### config.mk
export PLATFORM = sky130hd
export DESIGN_NAME = fifo_rd_arbiter_flat
export DESIGN_NICKNAME = d
export VERILOG_FILES = /design/src/rtl/fifo_rd_arb_pkg.sv /design/src/rtl/fifo_rd_arbiter_if.sv /design/src/rtl/fifo_rr_pick.sv /design/src/rtl/fifo_rd_arbiter.sv /design/src/flat_wrapper.sv
export SDC_FILE = /design/constraint.sdc
export NUM_CORES = 1
export LEC_CHECK = 0
export CAP_MARGIN = 5
export CORE_MARGIN = 2
export CORE_UTILIZATION = 30
export CTS_BUF_LIST = sky130_fd_sc_hd__clkbuf_4 sky130_fd_sc_hd__clkbuf_8 sky130_fd_sc_hd__clkbuf_16
export DETAILED_ROUTE_END_ITERATION = 10
export PLACE_DENSITY = 0.61
export SYNTH_ARGS = -nofsm -noshare
export SYNTH_HDL_FRONTEND = slang
export SYNTH_SLANG_ARGS = --single-unit
### constraint.sdc
create_clock -name rclk -period 4.1 [get_ports rclk]
set_input_delay 0.615 -clock rclk [delete_from_list [all_inputs] [get_ports rclk]]
set_output_delay 0.615 -clock rclk [all_outputs]
set_load 0.01 [all_outputs]
### src/rtl/fifo_rd_arb_pkg.sv
// Shared types and default parameters for the FIFO read-side arbiter.
package fifo_rd_arb_pkg;

   typedef enum logic {
      ST_IDLE  = 1'b0,
      ST_BURST = 1'b1
   } arb_state_t;

   localparam int DEF_DSIZE     = 8;
   localparam int DEF_NUM_REQ   = 4;
   localparam int DEF_MAX_BURST = 4;

endpackage

### src/rtl/fifo_rd_arbiter_if.sv
// Bus between the FIFO read port, the consumers and the read arbiter.
// The master modport is the arbiter's view of the bus.
interface fifo_rd_arbiter_if
   import fifo_rd_arb_pkg::*;
#(
   parameter int DSIZE   = DEF_DSIZE,
   parameter int NUM_REQ = DEF_NUM_REQ
);
   localparam int IW = $clog2(NUM_REQ);

   logic               rempty;
   logic [DSIZE-1:0]   rdata;
   logic               rinc;
   logic [NUM_REQ-1:0] req;
   logic [NUM_REQ-1:0] ready;
   logic [NUM_REQ-1:0] gnt;
   logic               dout_valid;
   logic [DSIZE-1:0]   dout;
   logic [IW-1:0]      dout_id;
   logic               burst_done;

   modport master (
      input  rempty, rdata, req, ready,
      output rinc, gnt, dout_valid, dout, dout_id, burst_done
   );

   modport slave (
      output rempty, rdata, req, ready,
      input  rinc, gnt, dout_valid, dout, dout_id, burst_done
   );
endinterface

### src/rtl/fifo_rr_pick.sv
// Combinational round-robin picker: searches upward from the index after
// last_winner, wrapping, and returns the first requester as one-hot and index.
module fifo_rr_pick #(
   parameter  int NUM_REQ = 4,
   localparam int IW      = $clog2(NUM_REQ)
) (
   input  logic [NUM_REQ-1:0] req,
   input  logic [IW-1:0]      last_winner,
   output logic [NUM_REQ-1:0] pick_oh,
   output logic [IW-1:0]      pick_idx
);

   int          pos;
   logic [IW-1:0] pos_i;
   logic        found;

   // Priority scan starting one past the previous winner.
   always_comb begin
      pos      = 0;
      pos_i    = '0;
      found    = 1'b0;
      pick_oh  = '0;
      pick_idx = '0;
      for (int i = 1; i <= NUM_REQ; i++) begin
         pos   = (int'(last_winner) + i) % NUM_REQ;
         pos_i = IW'(pos);
         if (!found && req[pos_i]) begin
            found          = 1'b1;
            pick_oh[pos_i] = 1'b1;
            pick_idx       = pos_i;
         end
      end
   end

endmodule

### src/rtl/fifo_rd_arbiter.sv
// Read-side arbiter: grants the FIFO read port to one consumer at a time for
// up to MAX_BURST pops and delivers popped words one cycle later.
// Optional: define FIFO_RD_ARB_STATS_EN to add the 16-bit wrapping pop_cnt output.
//
//   state    | meaning
//   ---------+------------------------------------------------------------
//   ST_IDLE  | no grant; arbitrate when the FIFO has data and anyone requests
//   ST_BURST | gnt held; pop whenever FIFO non-empty and consumer req & ready
module fifo_rd_arbiter
   import fifo_rd_arb_pkg::*;
#(
   parameter int DSIZE     = DEF_DSIZE,
   parameter int NUM_REQ   = DEF_NUM_REQ,
   parameter int MAX_BURST = DEF_MAX_BURST
) (
   input  logic                   rclk,
   input  logic                   rrst_n,
   fifo_rd_arbiter_if.master      bus
`ifdef FIFO_RD_ARB_STATS_EN
   ,
   output logic [15:0]            pop_cnt
`endif
);

   localparam int IW = $clog2(NUM_REQ);
   localparam int BW = $clog2(MAX_BURST + 1);

   arb_state_t         state, state_nxt;
   logic [NUM_REQ-1:0] gnt_q, gnt_nxt;
   logic [IW-1:0]      gidx, gidx_nxt;
   logic [IW-1:0]      last_winner, lw_nxt;
   logic [BW-1:0]      burst_cnt, cnt_nxt;
   logic               done_q, done_nxt;
   logic [NUM_REQ-1:0] pick_oh;
   logic [IW-1:0]      pick_idx;
   logic               req_g, rdy_g, pop, last_pop;
   logic               dv_q;
   logic [DSIZE-1:0]   dout_q;
   logic [IW-1:0]      id_q;

   fifo_rr_pick #(.NUM_REQ(NUM_REQ)) u_pick (
      .req         (bus.req),
      .last_winner (last_winner),
      .pick_oh     (pick_oh),
      .pick_idx    (pick_idx)
   );

   assign req_g    = bus.req[gidx];
   assign rdy_g    = bus.ready[gidx];
   assign pop      = (state == ST_BURST) & ~bus.rempty & req_g & rdy_g;
   assign last_pop = pop && (burst_cnt == BW'(MAX_BURST - 1));

   assign bus.rinc       = pop;
   assign bus.gnt        = gnt_q;
   assign bus.burst_done = done_q;
   assign bus.dout_valid = dv_q;
   assign bus.dout       = dout_q;
   assign bus.dout_id    = id_q;

   // FSM state and grant bookkeeping registers.
   always_ff @(posedge rclk or negedge rrst_n) begin
      if (!rrst_n) begin
         state       <= ST_IDLE;
         gnt_q       <= '0;
         gidx        <= '0;
         last_winner <= IW'(NUM_REQ - 1);
         burst_cnt   <= '0;
         done_q      <= 1'b0;
      end else begin
         state       <= state_nxt;
         gnt_q       <= gnt_nxt;
         gidx        <= gidx_nxt;
         last_winner <= lw_nxt;
         burst_cnt   <= cnt_nxt;
         done_q      <= done_nxt;
      end
   end

   // Next-state: arbitrate only from IDLE, so an exit cycle never re-grants.
   always_comb begin
      state_nxt = state;
      gnt_nxt   = gnt_q;
      gidx_nxt  = gidx;
      lw_nxt    = last_winner;
      cnt_nxt   = burst_cnt;
      done_nxt  = 1'b0;
      case (state)
         ST_IDLE: begin
            if (!bus.rempty && (|bus.req)) begin
               state_nxt = ST_BURST;
               gnt_nxt   = pick_oh;
               gidx_nxt  = pick_idx;
               lw_nxt    = pick_idx;
               cnt_nxt   = '0;
            end
         end
         ST_BURST: begin
            if (pop) cnt_nxt = burst_cnt + BW'(1);
            // A pop coinciding with req drop still completes; exit same cycle.
            if (last_pop || !req_g) begin
               state_nxt = ST_IDLE;
               gnt_nxt   = '0;
               done_nxt  = 1'b1;
            end
         end
         default: state_nxt = ST_IDLE;
      endcase
   end

   // Delivery stage: popped head word appears one cycle after the pop.
   always_ff @(posedge rclk or negedge rrst_n) begin
      if (!rrst_n) begin
         dv_q   <= 1'b0;
         dout_q <= '0;
         id_q   <= '0;
      end else begin
         dv_q <= pop;
         if (pop) begin
            dout_q <= bus.rdata;
            id_q   <= gidx;
         end
      end
   end

`ifdef FIFO_RD_ARB_STATS_EN
   // Free-running pop counter, wraps naturally at 16 bits.
   always_ff @(posedge rclk or negedge rrst_n) begin
      if (!rrst_n)  pop_cnt <= '0;
      else if (pop) pop_cnt <= pop_cnt + 16'd1;
   end
`endif

endmodule

### src/flat_wrapper.sv
// flat-port wrapper written by rule: the top's interface ports become plain ports
module fifo_rd_arbiter_flat import fifo_rd_arb_pkg::*;
#(
   parameter int DSIZE     = DEF_DSIZE,
   parameter int NUM_REQ   = DEF_NUM_REQ,
   parameter int MAX_BURST = DEF_MAX_BURST
)
  (rclk, rrst_n, bus_rempty, bus_rdata, bus_req, bus_ready, bus_rinc, bus_gnt, bus_dout_valid, bus_dout, bus_dout_id, bus_burst_done);
  fifo_rd_arbiter_if #(.DSIZE(DSIZE), .NUM_REQ(NUM_REQ)) bus_i ();
  input  logic rclk;
  input  logic rrst_n;
  input wire logic [$bits(bus_i.rempty)-1:0] bus_rempty;
  input wire logic [$bits(bus_i.rdata)-1:0] bus_rdata;
  input wire logic [$bits(bus_i.req)-1:0] bus_req;
  input wire logic [$bits(bus_i.ready)-1:0] bus_ready;
  output wire logic [$bits(bus_i.rinc)-1:0] bus_rinc;
  output wire logic [$bits(bus_i.gnt)-1:0] bus_gnt;
  output wire logic [$bits(bus_i.dout_valid)-1:0] bus_dout_valid;
  output wire logic [$bits(bus_i.dout)-1:0] bus_dout;
  output wire logic [$bits(bus_i.dout_id)-1:0] bus_dout_id;
  output wire logic [$bits(bus_i.burst_done)-1:0] bus_burst_done;
  assign bus_i.rempty = bus_rempty;
  assign bus_i.rdata = bus_rdata;
  assign bus_i.req = bus_req;
  assign bus_i.ready = bus_ready;
  assign bus_rinc = bus_i.rinc;
  assign bus_gnt = bus_i.gnt;
  assign bus_dout_valid = bus_i.dout_valid;
  assign bus_dout = bus_i.dout;
  assign bus_dout_id = bus_i.dout_id;
  assign bus_burst_done = bus_i.burst_done;
  fifo_rd_arbiter #(.DSIZE(DSIZE), .NUM_REQ(NUM_REQ), .MAX_BURST(MAX_BURST)) u_core (.rclk(rclk), .rrst_n(rrst_n), .bus(bus_i));
endmodule
run_1/io_fan.png
Bar = 20 um.
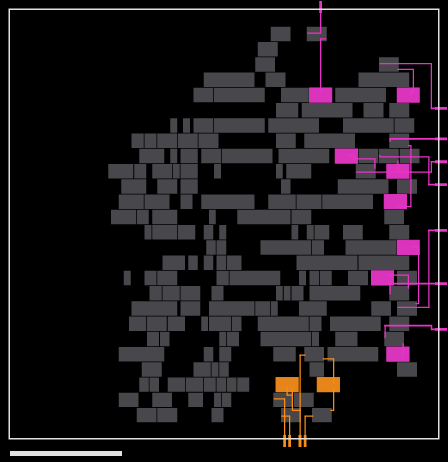
| port | color | bits | direction | end cells | buffers | wire |
|---|---|---|---|---|---|---|
| bus_rdata | magenta | 8 | input | 8 | 8 | 167 um |
| bus_ready | orange | 4 | input | 2 | 4 | 51.6 um |
IO Port Bufs: 35
I/O Pins: 36

run_1/placement_by_type.png
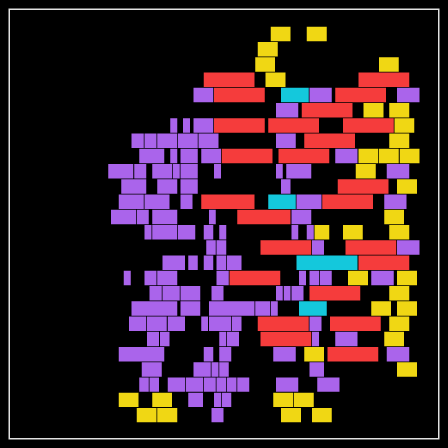
| class | color | cells |
|---|---|---|
| sequential cells | red | 24 |
| remaining buffers and delay cells | yellow | 36 |
| combinational and other logic | purple | 114 |
| clock drivers and dummy loads | cyan | 4 |
core box area: 5070 um^2
Seq/total area: 29.7%
Post-Route Utilization: 40.0%

run_1/power_grid.png
Bar = 20 um. Pins as bars on the die edge.
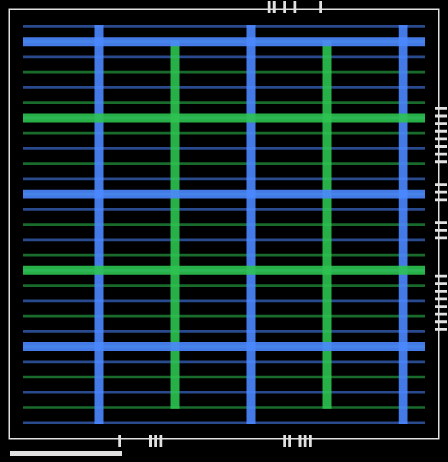
| net | color |
|---|---|
| VDD | green |
| VSS | blue |
rows: 26
signal pins: 36
met1 rails: 27
met4 straps: 5
met5 straps: 5
Die Ht: 76.4 um
Peak VDD IR: 0.000185 V

==> flow_summary.yaml, run 1 <==
# physical design summary
status:
  status: "completed"
grt:
  grt_pass1_vias: 1190
  top_usage_layer: "met2"
  use_met2_pct: 21.0
  antenna_found_initial: 0
  met3_usage_pct: 2.13
  overflow: 0
  grt_pass1_wl_mm: 5.49
  grtUsageTotal_pct: 11.4
job:
  warning_count: 33
  cap_violations: 0
yosys:
  synth.most_common_cell: "dfrtp_1"
  ys_sh_xor_pct: 0
  ys_chip_area_um2: 1570
  synth_top_area_share_pct: 35.0
  yosysCellCount: 148
  netlist_area_um2: 1570
  avgSynthCellArea_um2: 10.6
  synth_cells: 148
  ys_types: 41
  synthTopCellsByArea: "dfrtp_1 35%, ha_1 8.0%, mux2i_1 5.7%"
  yosysSeqAreaShare_pct: 38.4
  synthFlopType: "dfrtp_1"
  edf_count: 0
  fa_ha_area_share_pct: 7.96
  synth-warning-count: 0
  ys_sh_simple_pct: 16.0
  ys_sh_mux_pct: 20.1
  async_flop_share_pct: 100
  synth_nets: 177
critical_path:
  crit_path_cell_trace: "clkdlybuf4s50_1 -> mux4_2 -> nand2_1 -> nor2_2 -> clkdlybuf4s50_1"
  crit_type: "in2out"
  endpoint: "bus_rinc"
  startpoint_type: "input port"
  crit_arrival_ns: 2.48
  critical-path-slowest-cell: "clkdlybuf4s50_1"
  cp.required_ns: 3.48
  worstSetupPathDepth: 5
  cp_common_cell: "clkdlybuf4s50_1"
  critPathMaxFanout: 15
  worst-path-buf-inv: 2
  critPathCaptureType: "primary output"
  r2r-end: "u_core.bus.gnt[1]"
  cpLargestDelayFamily: "buffers and inverters"
route:
  vias: 1222
  m1WireLength_mm: 1.41
  firstDrtPassIters: 4
  wl_mm: 3.18
  highest_layer: "met4"
  route.met3.wl_um: 117
  ant_nets: 0
  drt_iter0_markers: 29
  drcViolationCount: 0
final_timing:
  tightestPinTransition_ns: 1.00
  rsz0062_at_grt: "no"
  slew_headroom_pct: 32.9
  fmax_mhz: 323
  final-hold-violation-count: 0
  hold_slack_ns: 0.490
  setup_viol: 0
finish:
  comb_cells: 110
  areaGrowthSynthToFinish_pct: 29.3
  seq_area_um2: 603
  final_cells: 248
  ff_count: 24
  nonClkBufAreaFrac_pct: 17.6
  nets: 208
  largest_reg_flops: 8
  signal_buffers: 36
  fin_area_um2: 2030
  layout_top_cells: "35 x clkdlybuf4s50_1, 22 x dfrtp_1, 11 x nor2_1"
  n_clock_buffer: 3
  comb_area_share_pct: 44.2
  n_antenna_cell: 0
  clk_share_pct: 3.51
clocking:
  cts_buffers: 3
  cts_sinks: 24
  clk_pin_slew_ns: 0.08
  cts_root_buffer: "clkbuf_8"
  holdBufCountCts: 0
  cts_resized: 0
  clk_latency_ns: 0.27
  cts_setup_buffers: 0
power_and_ir_drop:
  pwr-share-comb_pct: 51.4
  power.internal_uw: 873
  powerComb_uw: 703
  switchingPower_uw: 494
  p_per_area_nw_per_um2: 673
  top_power_group: "combinational logic"
  switching_share_pct: 36.1
die:
  n_tap_cell: 70
  dieArea_um2: 5830
  rows: 26
  initial_core_util_pct: 31.0
min_path:
  hold_path_end: "u_core.bus.dout[6]"
  min-delay-start: "u_core.bus.dout[6]"
  hold_path_class: "reg2reg"
  min_path_cells: 1
placed_design:
  post-place-cells: 244
  pre_cts_ws_ns: 1.01
  hpwl_mm: 2.41
run_1/cell_density.png
Bar = 20 um. The die is cut into 8 by 8 equal tiles; black is low, pale yellow is high, 0 to 100% covered.
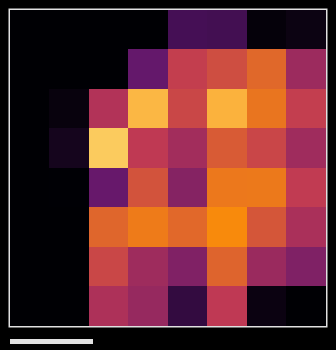

==> inputs of run 2 (changes only) <==
Settings changed: PLACE_DENSITY 0.61 to 0.63.
Clock period 4.1 ns to 2.8 ns, I/O delays scaled along.
run_2/cell_density.png
Bar = 20 um. The die is cut into 8 by 8 equal tiles; black is low, pale yellow is high, 0 to 100% covered.
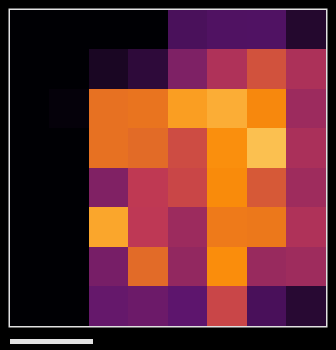
nearly empty tiles: 28%
tiles over 75% full: 9.4%
fullest tile: 86%
mean over tiles: 35%
emptiest ninth of the die: upper left
Post-Route Utilization: 41.7%
fp util: 31.0%

run_2/congestion.png
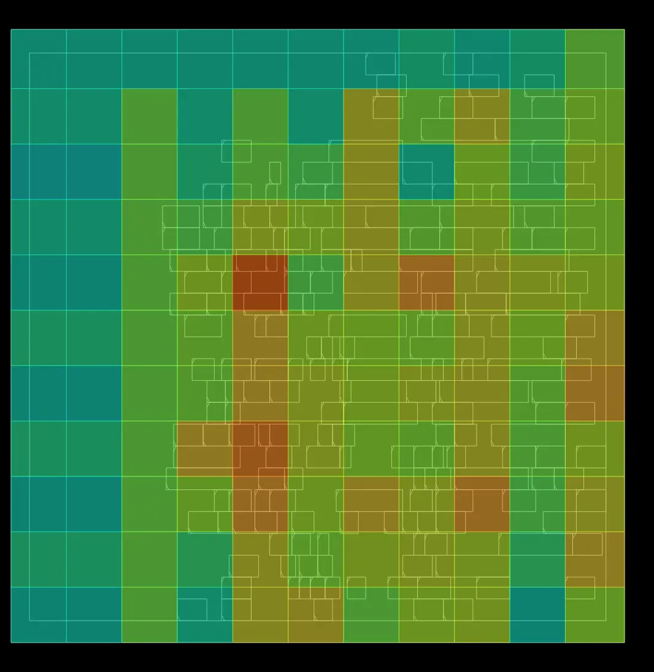
Wirelength per Cell: 12.4 um
met3 Use GR: 1.42%
GRT Max-Usage Layer: met2

==> run 2 against run 1 <==
Net effect: sequential share of layout area is 1.2 points lower; clock-buffer cell count stayed put; sequential cell count stayed put; clock power is 46% higher; worst setup slack worse by 0.78 ns; power is 51% higher; area after synthesis stayed put; synthesized cell count stayed put; non-clock buffer count is 11 higher; critical endpoint unchanged; largest cell class unchanged; largest power group unchanged; highest routed layer unchanged.
==> flow_summary.yaml, run 2 <==
# physical design summary
power_and_ir_drop:
  ir_drop_v: 0.000279
  p_per_area_nw_per_um2: 974
  totalPowerFinal_mw: 2.06
  top_power_group: "combinational logic"
  pwr-share-comb_pct: 55.6
  power.internal_mw: 1.33
  seq_cell_power_uw: 619
  switchingPower_uw: 732
  powerComb_mw: 1.14
  pg_clk_uw: 296
  seqPwrFrac_pct: 30.0
  switching_share_pct: 35.6
die:
  core_um2: 5070
  dieArea_um2: 5830
  n_tap_cell: 70
  dieHeight_um: 76.4
  rows: 26
  fp.dieW_um: 76.4
  boundaryPins: 36
yosys:
  async_flop_share_pct: 100
  synth_top_cell_by_area: "dfrtp_1"
  edf_count: 0
  fa_ha_area_share_pct: 7.96
  synthTopCellsByArea: "dfrtp_1 35%, ha_1 8.0%, mux2i_1 5.7%"
  top_logic_kind: "multiplexers"
  synth-warning-count: 0
  yosysSeqAreaShare_pct: 38.4
  ys_sh_xor_pct: 0
  ys_sh_aoi_pct: 13.1
  ys_sh_mux_pct: 20.1
  synth_nets: 177
  ys_chip_area_um2: 1570
  ys_sh_simple_pct: 16.0
  ys_types: 41
  netlist_area_um2: 1570
  common_cells: "22 x dfrtp_1, 11 x nor2_1, 10 x ha_1, 9 x mux2i_1, 8 x mux2_2"
  avgSynthCellArea_um2: 10.6
  yosysCellCount: 148
  synth_top_area_share_pct: 35.0
  synth_cells: 148
  synth.most_common_cell: "dfrtp_1"
  synthFlopType: "dfrtp_1"
  numSynthFlops: 24
clocking:
  cts_resized: 0
  cts_root_buffer: "clkbuf_8"
  cts_buffers: 3
  cts.path.max_buffers: 2
  cts_sinks: 24
  holdBufCountCts: 0
  cts_max_level: 1
  clk_latency_ns: 0.26
  cts_setup_buffers: 0
  clk_pin_slew_ns: 0.08
route:
  highest_layer: "met4"
  route.met3.wl_um: 94
  drt_iter0_markers: 43
  firstDrtPassIters: 3
  ant_nets: 0
  viasPerCell: 4.85
  wl_mm: 3.22
  drcViolationCount: 0
  vias: 1257
  m1WireLength_mm: 1.43
  route.met2.wl_mm: 1.66
finish:
  signal_buffers: 47
  ff_count: 24
  largest_reg_flops: 8
  final_layout_size_suffix_gt1_share_pct: 16.4
  clk_share_pct: 3.37
  nets: 219
  comb_cells: 110
  nFillCells: 513
  n_antenna_cell: 0
  seq_share_pct: 28.5
  final_cells: 259
  n_clock_buffer: 3
  inv_count: 4
  largest_class: "logic gates"
  areaGrowthSynthToFinish_pct: 34.6
  layout_top_cell: "clkdlybuf4s50_1"
  nonClkBufAreaFrac_pct: 20.8
  fin_area_um2: 2110
  seq_area_um2: 603
  comb_area_share_pct: 42.4
  layout_top_cells: "35 x clkdlybuf4s50_1, 22 x dfrtp_1, 12 x buf_4"
  logic_area_um2: 897
placed_design:
  placed_cell_area_um2: 2040
  gp_congestion: 0.742
  pre_cts_ws_ns: 0.214
  port_buffers: 35
  hpwl_mm: 2.52
  post-place-cells: 255
min_path:
  min-delay-start: "u_core.bus.dout[3]"
  min_path_cells: 1
  hold_path_class: "reg2reg"
  hold_path_end: "u_core.bus.dout[3]"
final_timing:
  drv_slew: 0
  setup_slack_ns: 0.220
  setup_tns_ns: 0
  rsz0062_at_grt: "no"
  fmax_mhz: 388
  period_needed_ns: 2.58
  setup_viol: 0
  hold_slack_ns: 0.486
  slew_headroom_pct: 79.2
  final-hold-violation-count: 0
  tightestPinTransition_ns: 0.305
  skew_ns: 0.00187
  finalClockPeriodUsage_pct: 92.2
critical_path:
  worst-path-buf-inv: 2
  critPathCaptureType: "primary output"
  cp_common_cell: "clkdlybuf4s50_1"
  worstSetupPathDepth: 5
  r2r-end: "u_core.last_winner[1]"
  cp.required_ns: 2.38
  critical-path-slowest-cell: "clkdlybuf4s50_1"
  crit_arrival_ns: 2.16
  crit_type: "in2out"
  max_stage_delay_ns: 0.55
  rr_startpoint: "u_core.last_winner[0]"
  crit_path_cell_trace: "clkdlybuf4s50_1 -> mux4_2 -> nand2_1 -> nor2_2 -> clkdlybuf4s50_1"
  endpoint: "bus_rinc"
  cpLargestDelayFamily: "buffers and inverters"
  critPathMaxFanout: 10
  reg2reg_depth: 6
  startpoint_type: "input port"
  crit_path_start: "bus_req[3]"
  rrSetupSlack_ns: 0.45
job:
  warning_count: 33
  cap_violations: 0
grt:
  grtUsageTotal_pct: 11.7
  antenna_found_initial: 0
  gr-usage-met1_pct: 13.9
  grt_max_degree: 25
  overflow: 0
  grt_pass1_wl_mm: 5.69
  grt_pass1_vias: 1216
  use_met2_pct: 21.9
status:
  status: "completed"
run_2/placement_by_type.png
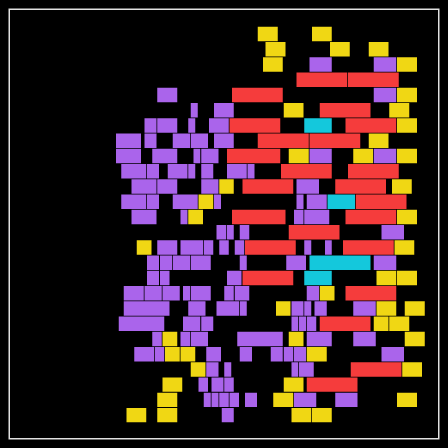

==> inputs of run 3 (changes only) <==
Settings changed: CORE_UTILIZATION 30 to 40, CTS_CLUSTER_SIZE set to 20, PLACE_DENSITY 0.63 to 0.78.
run_3/placement_by_type.png
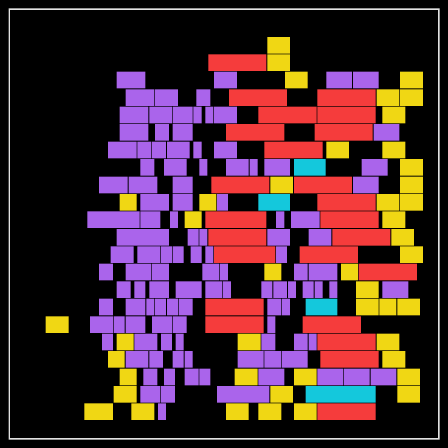
| class | color | cells |
|---|---|---|
| clock drivers and dummy loads | cyan | 4 |
| remaining buffers and delay cells | yellow | 44 |
| sequential cells | red | 24 |
| combinational and other logic | purple | 114 |
core box area: 3720 um^2
Seq/total area: 29.2%
std cell rows: 22
Post-Route Utilization: 55.6%
Finished Cell Area: 2070 um^2

run_3/cell_density.png
Bar = 20 um. The die is cut into 7 by 7 equal tiles; black is low, pale yellow is high, 0 to 100% covered.
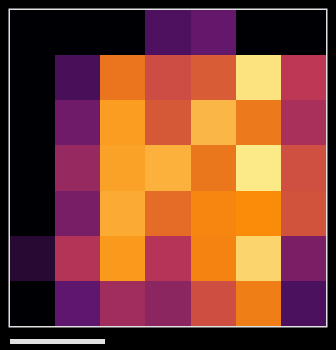
tiles over 75% full: 18%
densest ninth of the die: center
nearly empty tiles: 20%
mean over tiles: 45%
fullest tile: 95%
fp util: 42.3%

==> run 3 against run 2 <==
Net effect: sequential cell count unchanged; power down 0.96%; sequential power down 3%; synthesized cell count unchanged; design area down 2.2%; largest cell class unchanged; highest routed layer unchanged.
==> flow_summary.yaml, run 3 <==
# physical design summary
yosys:
  numSynthFlops: 24
  yosysSeqAreaShare_pct: 38.4
  synth_nets: 177
  common_cells: "22 x dfrtp_1, 11 x nor2_1, 10 x ha_1, 9 x mux2i_1, 8 x mux2_2"
  ys_sh_xor_pct: 0
  synthTopCellsByArea: "dfrtp_1 35%, ha_1 8.0%, mux2i_1 5.7%"
  netlist_area_um2: 1570
  async_flop_share_pct: 100
  synth.most_common_cell: "dfrtp_1"
  ys_sh_mux_pct: 20.1
  synth_cells: 148
  ys_types: 41
  synth-warning-count: 0
  yosysCellCount: 148
  ys_sh_aoi_pct: 13.1
  fa_ha_area_share_pct: 7.96
  avgSynthCellArea_um2: 10.6
  synthFlopType: "dfrtp_1"
  ys_chip_area_um2: 1570
  edf_count: 0
  synth_top_area_share_pct: 35.0
  ys_sh_simple_pct: 16.0
  synth_top_cell_by_area: "dfrtp_1"
route:
  wl_mm: 3.18
  vias: 1252
  m1WireLength_mm: 1.31
  ant_nets: 0
  viasPerCell: 5.35
  drcViolationCount: 0
  drt_iter0_markers: 29
  highest_layer: "met4"
  route.met2.wl_mm: 1.67
  route.met3.wl_um: 169
finish:
  largest_class: "logic gates"
  nets: 216
  nonClkBufAreaFrac_pct: 20.3
  comb_area_share_pct: 43.4
  ff_count: 24
  clk_share_pct: 3.45
  nFillCells: 317
  logic_area_um2: 897
  layout_top_cell: "clkdlybuf4s50_1"
  n_clock_buffer: 3
  layout_top_cells: "34 x clkdlybuf4s50_1, 22 x dfrtp_1, 11 x nor2_1"
  inv_count: 4
  areaGrowthSynthToFinish_pct: 31.5
  final_cells: 234
  comb_cells: 110
clocking:
  cts_root_buffer: "clkbuf_8"
  cts.path.max_buffers: 2
  cts_buffers: 3
  holdBufCountCts: 0
  cts_sinks: 24
  cts_setup_buffers: 0
  cts_max_level: 1
  cts_resized: 0
placed_design:
  placed_cell_area_um2: 1990
  port_buffers: 35
  gp_congestion: 0.801
  pre_cts_ws_ns: 0.0765
  hpwl_mm: 2.53
  post-place-cells: 230
critical_path:
  startpoint_type: "input port"
  worst-path-buf-inv: 2
  crit_path_start: "bus_req[3]"
  rrSetupSlack_ns: 0.49
  critPathCaptureType: "primary output"
  worstSetupPathDepth: 5
  cp.required_ns: 2.38
  cpLargestDelayFamily: "buffers and inverters"
  endpoint: "bus_rinc"
  r2r-end: "u_core.bus.gnt[1]"
  rr_startpoint: "u_core.last_winner[1]"
  reg2reg_depth: 5
  max_stage_delay_ns: 0.56
  crit_type: "in2out"
  critical-path-slowest-cell: "clkdlybuf4s50_1"
die:
  boundaryPins: 36
  n_tap_cell: 48
  dieArea_um2: 4450
  dieHeight_um: 66.7
final_timing:
  fmax_mhz: 385
  rsz0062_at_grt: "no"
  hold_slack_ns: 0.489
  finalClockPeriodUsage_pct: 92.8
  period_needed_ns: 2.60
  final-hold-violation-count: 0
  slew_headroom_pct: 67.5
  tightestPinTransition_ns: 0.486
  setup_slack_ns: 0.202
  setup_tns_ns: 0
status:
  status: "completed"
grt:
  use_met2_pct: 29.8
  met3_usage_pct: 2.03
  gr-usage-met1_pct: 16.5
  grt_pass1_wl_mm: 5.19
  grt_pass1_vias: 1193
  overflow: 0
  grt_max_degree: 25
  grtUsageTotal_pct: 15.1
power_and_ir_drop:
  totalPowerFinal_mw: 2.04
  seqPwrFrac_pct: 29.4
  p_per_area_nw_per_um2: 987
  pg_clk_uw: 295
  top_power_group: "combinational logic"
  switchingPower_uw: 726
  pwr-share-comb_pct: 56.1
  seq_cell_power_uw: 599
  ir_drop_v: 0.000330
  switching_share_pct: 35.6
job:
  cap_violations: 0
  warning_count: 33
min_path:
  min-delay-start: "u_core.bus.dout[7]"
  hold_path_class: "reg2reg"
  min_path_cells: 1
  hold_path_end: "u_core.bus.dout[7]"
Power figures rest on the tool's default switching activity, not on a simulated workload.
